### Signal wires on met1

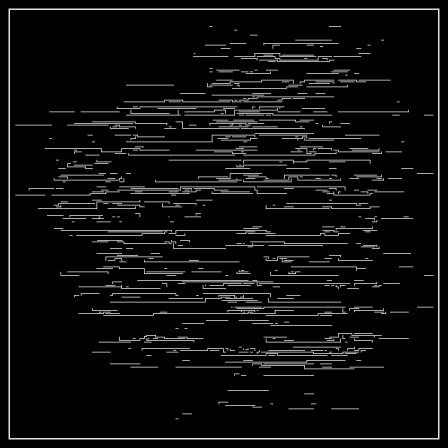
### The metal 2 layer

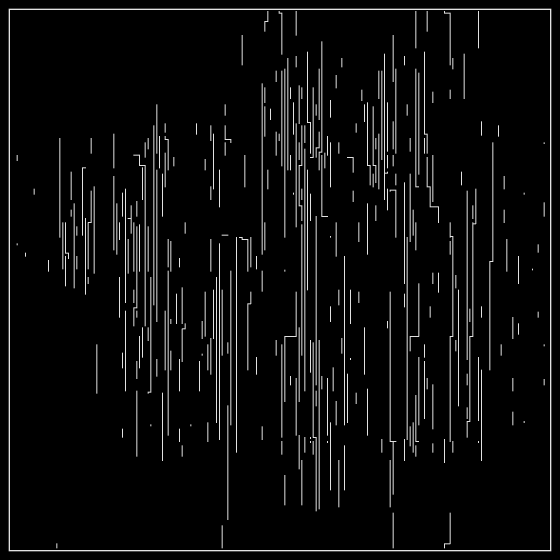
$ cat src/rtl/detdm_if.sv
// Narrow-to-wide TDM link bundle: chunk input side and assembled word output side.
interface detdm_if #(
  parameter int WIDTH_IN  = 4,
  parameter int WIDTH_OUT = 16
);
  logic [WIDTH_IN-1:0]  i_data_in;
  logic                 i_valid_in;
  logic                 i_ready_out;
  logic [WIDTH_OUT-1:0] o_data_out;
  logic                 o_valid_out;
  logic                 o_ready_in;

  modport master (
    output i_data_in, i_valid_in, o_ready_in,
    input  i_ready_out, o_data_out, o_valid_out
  );

  modport slave (
    input  i_data_in, i_valid_in, o_ready_in,
    output i_ready_out, o_data_out, o_valid_out
  );
endinterface

$ cat src/rtl/detdm.sv
// TDM de-multiplexer: assembles RATIO narrow chunks (LSB first) into one wide word
// and queues finished words in a 2-entry output FIFO.
module detdm #(
  parameter int WIDTH_IN  = 4,
  parameter int WIDTH_OUT = 16
) (
  input  logic clk,
  input  logic rst,
  detdm_if.slave bus
);

  localparam int RATIO   = (WIDTH_IN > 0) ? WIDTH_OUT / WIDTH_IN : 0;
  localparam int CNT_W   = (RATIO > 2) ? $clog2(RATIO) : 1;
  localparam int TOP_LSB = (RATIO > 0) ? (RATIO - 1) * WIDTH_IN : 0;
  localparam logic [CNT_W-1:0] CNT_LAST = CNT_W'(RATIO - 1);

  if (WIDTH_IN < 1 || (WIDTH_OUT % WIDTH_IN) != 0 || RATIO < 2) begin : g_param_check
    $fatal(1, "detdm: WIDTH_OUT must be an integer multiple (>=2) of WIDTH_IN");
  end

  logic [CNT_W-1:0]     cnt;
  logic [WIDTH_OUT-1:0] asm_q;
  logic [WIDTH_OUT-1:0] head_q;
  logic [WIDTH_OUT-1:0] tail_q;
  logic [1:0]           fifo_count;
  logic [WIDTH_OUT-1:0] word;
  logic                 last;
  logic                 ready;
  logic                 accept;
  logic                 push;
  logic                 pop;

  // ready depends only on registered state, never on the handshake inputs
  assign last   = (cnt == CNT_LAST);
  assign ready  = !last || (fifo_count != 2'd2);
  assign accept = bus.i_valid_in && ready;
  assign push   = accept && last;
  assign pop    = (fifo_count != 2'd0) && bus.o_ready_in;

  always_comb begin
    word = asm_q;
    word[TOP_LSB +: WIDTH_IN] = bus.i_data_in;
  end

  always_ff @(posedge clk or posedge rst) begin
    if (rst) begin
      cnt   <= '0;
      asm_q <= '0;
    end else if (accept) begin
      if (last) begin
        cnt   <= '0;
        asm_q <= '0;
      end else begin
        cnt <= cnt + 1'b1;
        asm_q[cnt * WIDTH_IN +: WIDTH_IN] <= bus.i_data_in;
      end
    end
  end

  // head_q is always the oldest entry, so o_data_out comes straight from a flop
  always_ff @(posedge clk or posedge rst) begin
    if (rst) begin
      head_q     <= '0;
      tail_q     <= '0;
      fifo_count <= 2'd0;
    end else begin
      case ({push, pop})
        2'b10: begin
          if (fifo_count == 2'd0) head_q <= word;
          else                    tail_q <= word;
          fifo_count <= fifo_count + 2'd1;
        end
        2'b01: begin
          head_q     <= tail_q;
          fifo_count <= fifo_count - 2'd1;
        end
        2'b11: begin
          if (fifo_count == 2'd2) begin
            head_q <= tail_q;
            tail_q <= word;
          end else begin
            head_q <= word;
          end
        end
        default: ;
      endcase
    end
  end

  assign bus.i_ready_out = ready;
  assign bus.o_valid_out = (fifo_count != 2'd0);
  assign bus.o_data_out  = head_q;

endmodule

$ cat src/flat_wrapper.sv
// flat-port wrapper written by rule: the top's interface ports become plain ports
module detdm_flat 
#(
  parameter int WIDTH_IN  = 4,
  parameter int WIDTH_OUT = 16
)
  (clk, rst, bus_i_data_in, bus_i_valid_in, bus_o_ready_in, bus_i_ready_out, bus_o_data_out, bus_o_valid_out);
  detdm_if #(.WIDTH_IN(WIDTH_IN), .WIDTH_OUT(WIDTH_OUT)) bus_i ();
  input  logic clk;
  input  logic rst;
  input wire logic [$bits(bus_i.i_data_in)-1:0] bus_i_data_in;
  input wire logic [$bits(bus_i.i_valid_in)-1:0] bus_i_valid_in;
  input wire logic [$bits(bus_i.o_ready_in)-1:0] bus_o_ready_in;
  output wire logic [$bits(bus_i.i_ready_out)-1:0] bus_i_ready_out;
  output wire logic [$bits(bus_i.o_data_out)-1:0] bus_o_data_out;
  output wire logic [$bits(bus_i.o_valid_out)-1:0] bus_o_valid_out;
  assign bus_i.i_data_in = bus_i_data_in;
  assign bus_i.i_valid_in = bus_i_valid_in;
  assign bus_i.o_ready_in = bus_o_ready_in;
  assign bus_i_ready_out = bus_i.i_ready_out;
  assign bus_o_data_out = bus_i.o_data_out;
  assign bus_o_valid_out = bus_i.o_valid_out;
  detdm #(.WIDTH_IN(WIDTH_IN), .WIDTH_OUT(WIDTH_OUT)) u_core (.clk(clk), .rst(rst), .bus(bus_i));
endmodule
$ cat config.mk
export PLATFORM = sky130hd
export DESIGN_NAME = detdm_flat
export DESIGN_NICKNAME = d
export VERILOG_FILES = /design/src/rtl/detdm_if.sv /design/src/rtl/detdm.sv /design/src/flat_wrapper.sv
export SDC_FILE = /design/constraint.sdc
export NUM_CORES = 1
export LEC_CHECK = 0
export CAP_MARGIN = 20
export CORE_MARGIN = 1.5
export CORE_UTILIZATION = 35
export DETAILED_ROUTE_END_ITERATION = 6
export PLACE_DENSITY = 0.56
export SLEW_MARGIN = 20
export SYNTH_ARGS = -nofsm -noshare
export SYNTH_HDL_FRONTEND = slang
export SYNTH_SLANG_ARGS = --single-unit
$ cat constraint.sdc
create_clock -name clk -period 2.9 [get_ports clk]
set_clock_uncertainty 0.15 [all_clocks]
set_input_delay 0.29 -clock clk [delete_from_list [all_inputs] [get_ports clk]]
set_output_delay 0.29 -clock clk [all_outputs]
set_load 0.01 [all_outputs]
==> CHANGELOG.md <==
### Changed

* Crit-path cells: ha_1 -> nand3b_1 -> and3_1 -> ha_1 -> and2_4 -> nor3_4 -> buf_4 -> mux2_2
* MI comb cells at 128
* Chip Area, Yosys at 2480 µm²
* H-Tree Level Count at 2
* Total grt overflow at 0
* M3 GR Usage at 2.94%
* Seq. pwr at 1090 µW
* Worst r2r src: u_core.cnt[0]
* Core Area at 6830 µm²
* CTS sink count at 48
* R2R depth at 8
* FILL cells at 682
* Clock group total power at 511 µW
* Most used cell, CP: ha_1
* Combinational share of power at 44.3%
* Post-synth area hogs: dfrtp_1, mux2_4, o211ai_1, a31oi_2, o31ai_1
* Kind of critical path: flip-flop to flip-flop
* Buffering overhead at 11.8%
* Die height at 87.2 µm
* Relative slew slack at 65.6%
* Cell taking the most area after synthesis: dfrtp_1
* Die Wd at 87.2 µm
* Number of enable flip-flop cells at 0
* Crit share post-route at 89.7%
* Status: complete, no violations
* Largest stage delay on the critical path at 0.41 ns
* Non-clock buffers at 38
* Post-DP HPWL at 3770 µm
* Setup TNS at 0 ns
* Pwr dens at 977 nW/µm²
* Post-CTS Setup Bufs at 0
* Synth Instances at 201
* Synth top cells by count: dfrtp_1, o211ai_1, nor3_1, o31ai_1, clkbuf_1
* Tap cells at 96
* Vias in the first global route at 1548
* Maximum vdd drop at 0.000365 V
* Area growth syn-to-layout at 18.8%
* Fa+ha+maj area frac at 4.03%
* Peak Freq at 384 MHz
* CTS buffer count at 5
* Drt initial violations at 95
* Met2 wire length at 2150 µm
* DR pass1 iterations at 4
* Finished Layout Cells at 325
* Top power group: combinational cells
* Yosys aoi share at 20.6%
* Post-CTS sizing at 0
* Fin crit period at 2.60 ns
* WHS at 0.0702 ns
* Comb area at 1130 µm²
* Top logic family: AND-OR/OR-AND gates
* Insertion Delay late pin at 0.30 ns
* Logic power comb at 1280 µW
* Cts hold-fix bufs at 0
* Initial antenna violation count at 0
* Final worst slack at 0.299 ns
* Flop share of the area at 40.7%
* CTS tree: built
* Wire length per cell at 15.4 µm
* Reg-to-reg endpoint: u_core.tail_q[14]
* Nets at 244
* Mux frac, synth at 10.6%
* Sequential Power Share at 37.9%
* Comb/total area at 38.4%
* Ports at 26
* Avg Inst Size Synth at 12.4 µm²
* Core Rows at 30
* CP max FO at 17
* DR WL met3 at 157 µm
* Unrepaired setup endpoints after global routing: no
* Worst-Margin Slew at 0.509 ns
* Placed cell areas at 2830 µm²
* Final Core Density at 43.2%
* Top sig layer: met4
* Max cap viols at 0
* Final hold vios at 0
* Area leader share at 48.4%
* Via/cell ratio at 5.03
* Largest net degree at the start of global routing at 35
* Leak at 0.00126 µW
* Clock buffers at 6
* Clock buffer depth at 2
* Die area at 7610 µm²
* Floorplan Nets at 217
* Critical Path End: u_core.tail_q[14]
* Flops at 48
* Max Transition Viols Final at 0
Back to the opening pictures, 'Signal wires on met1':
The wires run mostly horizontal. The longest straight run is 22.5 µm.
vias post-DR: 1636
met1 usage: 21.5%
Routed Wire Length: 5010 µm

Back to the opening pictures, 'The metal 2 layer':
The layer holds 43% of the routed length. The wires run mostly vertical.

Power is estimated from default activity; no workload was simulated.
